### Track usage over the die, run 1

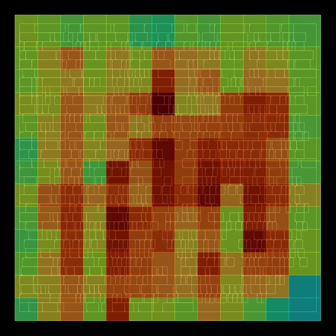
### Gate families picked out, run 1

Drawn at 4 px/um.
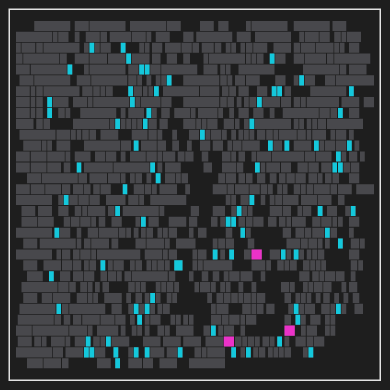
### Signal wires on met3, run 1

Drawn at 3 px/um.
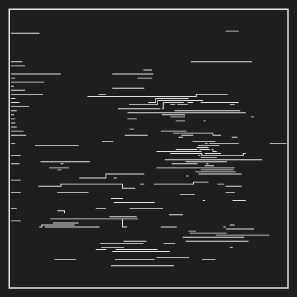
### Sizing map, run 1

Drawn at 4 px/um.
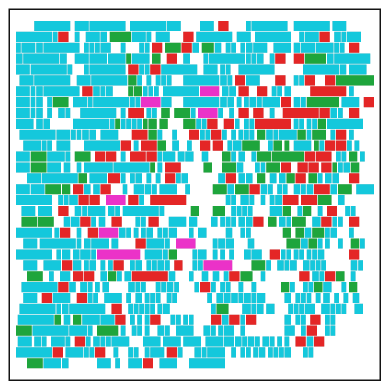
`src/rtl/alu_exec.sv`:
```
//==============================================================================
// Module      : alu_exec
// Description : Execute/writeback stage in front of an 8x8 register file.
//               Accepts one decoded instruction per handshake, reads the two
//               operands through the register file's single combinational
//               read port, computes an ALU result, writes it back and
//               maintains the Z/C flags. Fixed 4-cycle sequence per
//               instruction (IDLE -> RD_S -> RD_D -> WB).
// Ports       : clk_in, reset_in (async, active-low)
//               op_valid_in / op_ready_out        instruction handshake
//               op_code_in, op_rd_in, op_rs_in, op_imm_in  decoded fields
//               rf_read_addr_out / rf_read_data_in register file read port
//               rf_write_addr_out/_en_out/_data_out register file write port
//               flag_z_out, flag_c_out            status flags
//               done_out                          one-cycle retire pulse
// Revision    : 1.0  initial release
//==============================================================================
`default_nettype none

module alu_exec #(
  parameter int DATA_W = 8,
  parameter int ADDR_W = 3
) (
  input  logic              clk_in,
  input  logic              reset_in,
  input  logic              op_valid_in,
  output logic              op_ready_out,
  input  logic [3:0]        op_code_in,
  input  logic [ADDR_W-1:0] op_rd_in,
  input  logic [ADDR_W-1:0] op_rs_in,
  input  logic [DATA_W-1:0] op_imm_in,
  output logic [ADDR_W-1:0] rf_read_addr_out,
  input  logic [DATA_W-1:0] rf_read_data_in,
  output logic [ADDR_W-1:0] rf_write_addr_out,
  output logic              rf_write_en_out,
  output logic [DATA_W-1:0] rf_write_data_out,
  output logic              flag_z_out,
  output logic              flag_c_out,
  output logic              done_out
);

  localparam logic [3:0] c_OP_MOV  = 4'd0;
  localparam logic [3:0] c_OP_LDI  = 4'd1;
  localparam logic [3:0] c_OP_ADD  = 4'd2;
  localparam logic [3:0] c_OP_SUB  = 4'd3;
  localparam logic [3:0] c_OP_AND  = 4'd4;
  localparam logic [3:0] c_OP_OR   = 4'd5;
  localparam logic [3:0] c_OP_XOR  = 4'd6;
  localparam logic [3:0] c_OP_ADC  = 4'd7;
  localparam logic [3:0] c_OP_SBC  = 4'd8;
  localparam logic [3:0] c_OP_SHL  = 4'd9;
  localparam logic [3:0] c_OP_SHR  = 4'd10;
  localparam logic [3:0] c_OP_CMP  = 4'd11;
  localparam logic [3:0] c_OP_ADDI = 4'd12;

  typedef enum logic [1:0] {
    S_IDLE = 2'd0,
    S_RD_S = 2'd1,
    S_RD_D = 2'd2,
    S_WB   = 2'd3
  } state_t;

  state_t r_state;
  state_t w_state_nxt;

  // Latched instruction fields
  logic [3:0]        r_code;
  logic [ADDR_W-1:0] r_rd;
  logic [ADDR_W-1:0] r_rs;
  logic [DATA_W-1:0] r_imm;

  // Operand B (captured in RD_S)
  logic [DATA_W-1:0] r_b;

  // Result staged at the RD_D edge and presented during WB
  logic              r_wr_op;
  logic              r_nz;
  logic              r_nc;
  logic [ADDR_W-1:0] r_wr_addr;
  logic [DATA_W-1:0] r_wr_data;

  logic              r_flag_z;
  logic              r_flag_c;

  // ALU signals
  logic [DATA_W-1:0] w_a;
  logic [DATA_W:0]   w_sum;
  logic [DATA_W-1:0] w_res;
  logic              w_wr;
  logic              w_keep_z;
  logic              w_z;
  logic              w_c;
  logic [DATA_W:0]   w_cin_ext;

  //--------------------------------------------------------------------------
  // State register
  //--------------------------------------------------------------------------
  always_ff @(posedge clk_in or negedge reset_in) begin
    if (!reset_in) begin
      r_state <= S_IDLE;
    end else begin
      r_state <= w_state_nxt;
    end
  end

  //--------------------------------------------------------------------------
  // Next-state logic
  //--------------------------------------------------------------------------
  always_comb begin
    w_state_nxt = r_state;
    case (r_state)
      S_IDLE:  if (op_valid_in) w_state_nxt = S_RD_S;
      S_RD_S:  w_state_nxt = S_RD_D;
      S_RD_D:  w_state_nxt = S_WB;
      S_WB:    w_state_nxt = S_IDLE;
      default: w_state_nxt = S_IDLE;
    endcase
  end

  //--------------------------------------------------------------------------
  // ALU. Operand A is taken straight from the read port during RD_D, so the
  // complete result and the next flag values are ready at the RD_D edge and
  // can be registered; WB then drives only flops onto the write port.
  //--------------------------------------------------------------------------
  assign w_a       = rf_read_data_in;
  assign w_cin_ext = {{DATA_W{1'b0}}, r_flag_c};

  always_comb begin
    w_sum    = '0;
    w_res    = r_b;
    w_wr     = 1'b1;
    w_keep_z = 1'b0;
    w_c      = r_flag_c;
    case (r_code)
      c_OP_MOV: w_res = r_b;
      c_OP_LDI: w_res = r_imm;
      c_OP_ADD: begin
        w_sum = {1'b0, w_a} + {1'b0, r_b};
        w_res = w_sum[DATA_W-1:0];
        w_c   = w_sum[DATA_W];
      end
      // 9-bit subtraction: bit DATA_W is set exactly when a borrow occurs
      c_OP_SUB, c_OP_CMP: begin
        w_sum = {1'b0, w_a} - {1'b0, r_b};
        w_res = w_sum[DATA_W-1:0];
        w_c   = w_sum[DATA_W];
        w_wr  = (r_code == c_OP_SUB);
      end
      c_OP_AND: begin w_res = w_a & r_b; w_c = 1'b0; end
      c_OP_OR:  begin w_res = w_a | r_b; w_c = 1'b0; end
      c_OP_XOR: begin w_res = w_a ^ r_b; w_c = 1'b0; end
      c_OP_ADC: begin
        w_sum = {1'b0, w_a} + {1'b0, r_b} + w_cin_ext;
        w_res = w_sum[DATA_W-1:0];
        w_c   = w_sum[DATA_W];
      end
      c_OP_SBC: begin
        w_sum = {1'b0, w_a} - {1'b0, r_b} - w_cin_ext;
        w_res = w_sum[DATA_W-1:0];
        w_c   = w_sum[DATA_W];
      end
      c_OP_SHL: begin
        w_res = {w_a[DATA_W-2:0], 1'b0};
        w_c   = w_a[DATA_W-1];
      end
      c_OP_SHR: begin
        w_res = {1'b0, w_a[DATA_W-1:1]};
        w_c   = w_a[0];
      end
      c_OP_ADDI: begin
        w_sum = {1'b0, w_a} + {1'b0, r_imm};
        w_res = w_sum[DATA_W-1:0];
        w_c   = w_sum[DATA_W];
      end
      default: begin
        // NOP: no write, both flags retained
        w_wr     = 1'b0;
        w_keep_z = 1'b1;
      end
    endcase
    w_z = w_keep_z ? r_flag_z : (w_res == '0);
  end

  //--------------------------------------------------------------------------
  // Datapath registers
  //--------------------------------------------------------------------------
  always_ff @(posedge clk_in or negedge reset_in) begin
    if (!reset_in) begin
      r_code    <= '0;
      r_rd      <= '0;
      r_rs      <= '0;
      r_imm     <= '0;
      r_b       <= '0;
      r_wr_op   <= 1'b0;
      r_nz      <= 1'b0;
      r_nc      <= 1'b0;
      r_wr_addr <= '0;
      r_wr_data <= '0;
      r_flag_z  <= 1'b0;
      r_flag_c  <= 1'b0;
    end else begin
      case (r_state)
        S_IDLE: begin
          if (op_valid_in) begin
            r_code <= op_code_in;
            r_rd   <= op_rd_in;
            r_rs   <= op_rs_in;
            r_imm  <= op_imm_in;
          end
        end
        S_RD_S: r_b <= rf_read_data_in;
        S_RD_D: begin
          r_wr_op <= w_wr;
          r_nz    <= w_z;
          r_nc    <= w_c;
          // Non-writing ops leave the write port address/data untouched
          if (w_wr) begin
            r_wr_addr <= r_rd;
            r_wr_data <= w_res;
          end
        end
        S_WB: begin
          r_flag_z <= r_nz;
          r_flag_c <= r_nc;
        end
        default: ;
      endcase
    end
  end

  //--------------------------------------------------------------------------
  // Outputs: strobes decode only registered state, so they cannot glitch
  //--------------------------------------------------------------------------
  assign op_ready_out      = (r_state == S_IDLE);
  assign done_out          = (r_state == S_WB);
  assign rf_write_en_out   = (r_state == S_WB) && r_wr_op;
  assign rf_write_addr_out = r_wr_addr;
  assign rf_write_data_out = r_wr_data;
  assign flag_z_out        = r_flag_z;
  assign flag_c_out        = r_flag_c;

  always_comb begin
    rf_read_addr_out = '0;
    if (r_state == S_RD_S) rf_read_addr_out = r_rs;
    else if (r_state == S_RD_D) rf_read_addr_out = r_rd;
  end

endmodule

`default_nettype wire

```
`config.mk`:
```
export PLATFORM = sky130hd
export DESIGN_NAME = alu_exec
export DESIGN_NICKNAME = d
export VERILOG_FILES = /design/src/rtl/alu_exec.sv
export SDC_FILE = /design/constraint.sdc
export NUM_CORES = 1
export LEC_CHECK = 0
export ABC_AREA = 1
export CAP_MARGIN = 10
export CORE_MARGIN = 1
export CORE_UTILIZATION = 52
export DETAILED_ROUTE_END_ITERATION = 7
export HOLD_SLACK_MARGIN = 0.06
export PLACE_DENSITY = 0.78
export SKIP_CTS_REPAIR_TIMING = 1
export SYNTH_ARGS = -nofsm -noshare
export SYNTH_HDL_FRONTEND = slang
export SYNTH_SLANG_ARGS = --single-unit
export TNS_END_PERCENT = 10
```
`constraint.sdc`:
```
create_clock -name clk_in -period 2.2 [get_ports clk_in]
set_input_delay 0.22 -clock clk_in [delete_from_list [all_inputs] [get_ports clk_in]]
set_output_delay 0.22 -clock clk_in [all_outputs]
set_load 0.005 [all_outputs]
```
==> qor.txt, run 1 <==
initial antenna violation count -> 0
tap cell count -> 102
H-tree Lvls -> 2
Syn Inst Count -> 648
Tool Warnings -> 47
clkbuf count -> 6
synthesized cell area -> 4250 sq um
fmax -> 396 MHz
endpoints failing setup -> 9
multi-input gate count -> 514
met1 usage -> 0.452
CP cell instances -> ha_2 > fa_2 > ha_4 > inv_2 > nor2_4 > nand3_2 > nor2_4 > nor2_1 > nand2_1 > nand3_2 > nand2_2 > nand3_1 > nor2_1 > nand2_1 > a21oi_2
Top Family by Delay on Critical Path -> adder cells
main flop type -> dfrtp_1
Synth top cells by count -> nand2_1, inv_1, nand3_1
HPWL Detailed -> 11700 um
clock-cell share of area -> 0.0207
area fraction in mux cells -> 0.0318
crit path setup slack, layout -> -0.327 ns
DRC -> 0
Worst Skew -> 0.0135 ns
Met3 Routed Length -> 1110 um
CP Class -> flop to flop
RePlAce Congestion -> 1.01
Combinational Power Share -> 0.757
global-route wire length before repair -> 22700 um
total grt overflow -> 0
biggest area cells -> dfrtp_1, nand2_1, ha_1
Worst Hold End -> r_b[0]$_DFFE_PN0P_
Post-synth regs -> 44
failing checks -> negative setup slack
vias in the first global route -> 4736
Worst path depth -> 15
Compound Share, Synth -> 0.108
reg2reg end -> r_nz$_DFFE_PN0P_
Worst-path clk slew -> 0.09 ns
Setup crit start kind -> flop
core footprint -> 7810 sq um
FF+latch area -> 1100 sq um
Arr. time, crit path -> 2.77 ns
Hold WS -> 0.259 ns
outcome -> finished, violations left
## Picture notes: 'Track usage over the die'
GR Layer Usage met2: 0.574
grt met3 use: 0.0525
wire per inst: 16.5 um
final core occ: 0.750
GR peak layer: met2

## Picture notes: 'Gate families picked out'
Cyan shows inverters, cells 79, most used inv_1, where spread over the die. Magenta shows AND-OR and OR-AND gates, cells 3, most used a21o_1.
fin cells: 888
logic share of the area: 0.514

## Picture notes: 'Signal wires on met3'
The layer carries 1110 um of wire. The longest straight run is 39.1 um.
DRT Wirelength: 14700 um
Vias: 4965

## Picture notes: 'Sizing map'
Magenta shows drive 6 and up, cells 8, share 1.0%, most used clkbuf_8. Red shows drive 3 to 4, cells 108, share 14%, most used buf_4. Green shows drive 2, cells 81, share 10%, most used nand2_2. Cyan shows drive 1 or less, cells 589, share 75%, most used nand2_1.

### Met2 routing, run 1

Drawn at 3 px/um. Cells faint in the background.
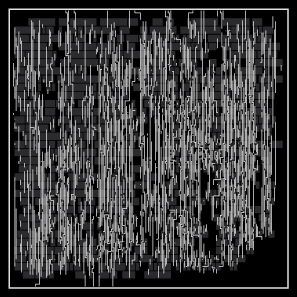

==> inputs of run 2 (changes only) <==
CORE_UTILIZATION = 59   (was 52)
DONT_BUFFER_PORTS = 1   (was default)
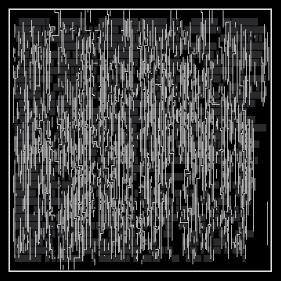
*Met2 routing, run 2*
Drawn at 3 px/um. Cells faint in the background.
657 nets have wire on it. The longest straight run is 43.7 um.
Vias: 4831
DRT Wirelength: 14300 um

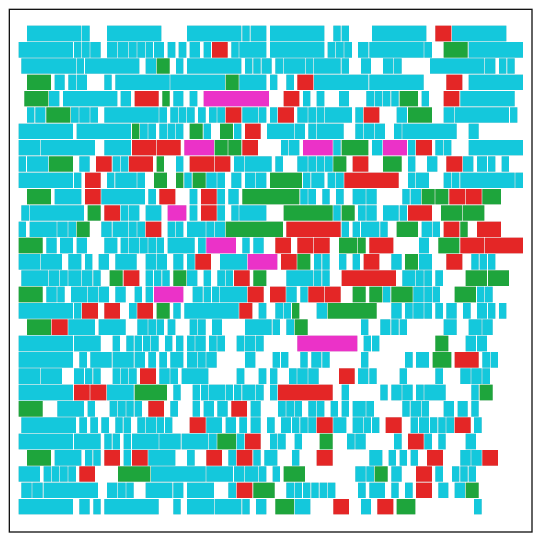
*Sizing map, run 2*
Drawn at 6 px/um.
Magenta shows drive 6 and up, cells 9, share 1.2%, most used clkbuf_8. Green shows drive 2, cells 73, share 10%. Red shows drive 3 to 4, cells 84, share 12%, most used buf_4. Cyan shows drive 1 or less, cells 562, share 77%, most used nand2_1.

==> run 2 against run 1 <==
Count of clock-buffer cells in the layout fell by 1. Setup slack got worse by 0.085 ns. The flow still finishes with violations (negative setup slack). Die size fell by 12%. Sequential cell count did not move. Area after synthesis did not move. Global-route usage rose by 2.8 points. Register-to-register slack got worse by 0.08 ns. Wire length fell by 2.5%.
==> qor.txt, run 2 <==
Setup crit start kind -> flop
Arr. time, crit path -> 2.85 ns
multi-input gate count -> 514
outcome -> finished, violations left
Post-synth regs -> 44
core footprint -> 6870 sq um
Synth top cells by count -> nand2_1, inv_1, nand3_1
Syn Inst Count -> 648
area fraction in mux cells -> 0.0318
Top Family by Delay on Critical Path -> adder cells
Worst Skew -> 0.00568 ns
total grt overflow -> 0
global-route wire length before repair -> 21300 um
DRC -> 0
initial antenna violation count -> 0
clock-cell share of area -> 0.0216
met1 usage -> 0.470
crit path setup slack, layout -> -0.412 ns
GR Layer Usage met2 -> 0.613
reg2reg end -> r_nz$_DFFE_PN0P_
Worst path depth -> 14
main flop type -> dfrtp_1
biggest area cells -> dfrtp_1, nand2_1, ha_1
grt met3 use -> 0.0919
Compound Share, Synth -> 0.108
wire per inst -> 17.4 um
RePlAce Congestion -> 0.988
FF+latch area -> 1100 sq um
tap cell count -> 96
Combinational Power Share -> 0.739
clkbuf count -> 5
failing checks -> negative setup slack
Met3 Routed Length -> 1170 um
Tool Warnings -> 47
endpoints failing setup -> 9
CP Class -> flop to flop
CP cell instances -> ha_4 > fa_2 > ha_4 > nand2_2 > o21ai_2 > nor2_1 > nand2_1 > o22ai_2 > nand2_1 > nor2_2 > nand3_1 > nor2_1 > nand2_1 > a21oi_2
fin cells -> 824
vias in the first global route -> 4356
No activity file was given, so power comes from the tool's default toggle rates.
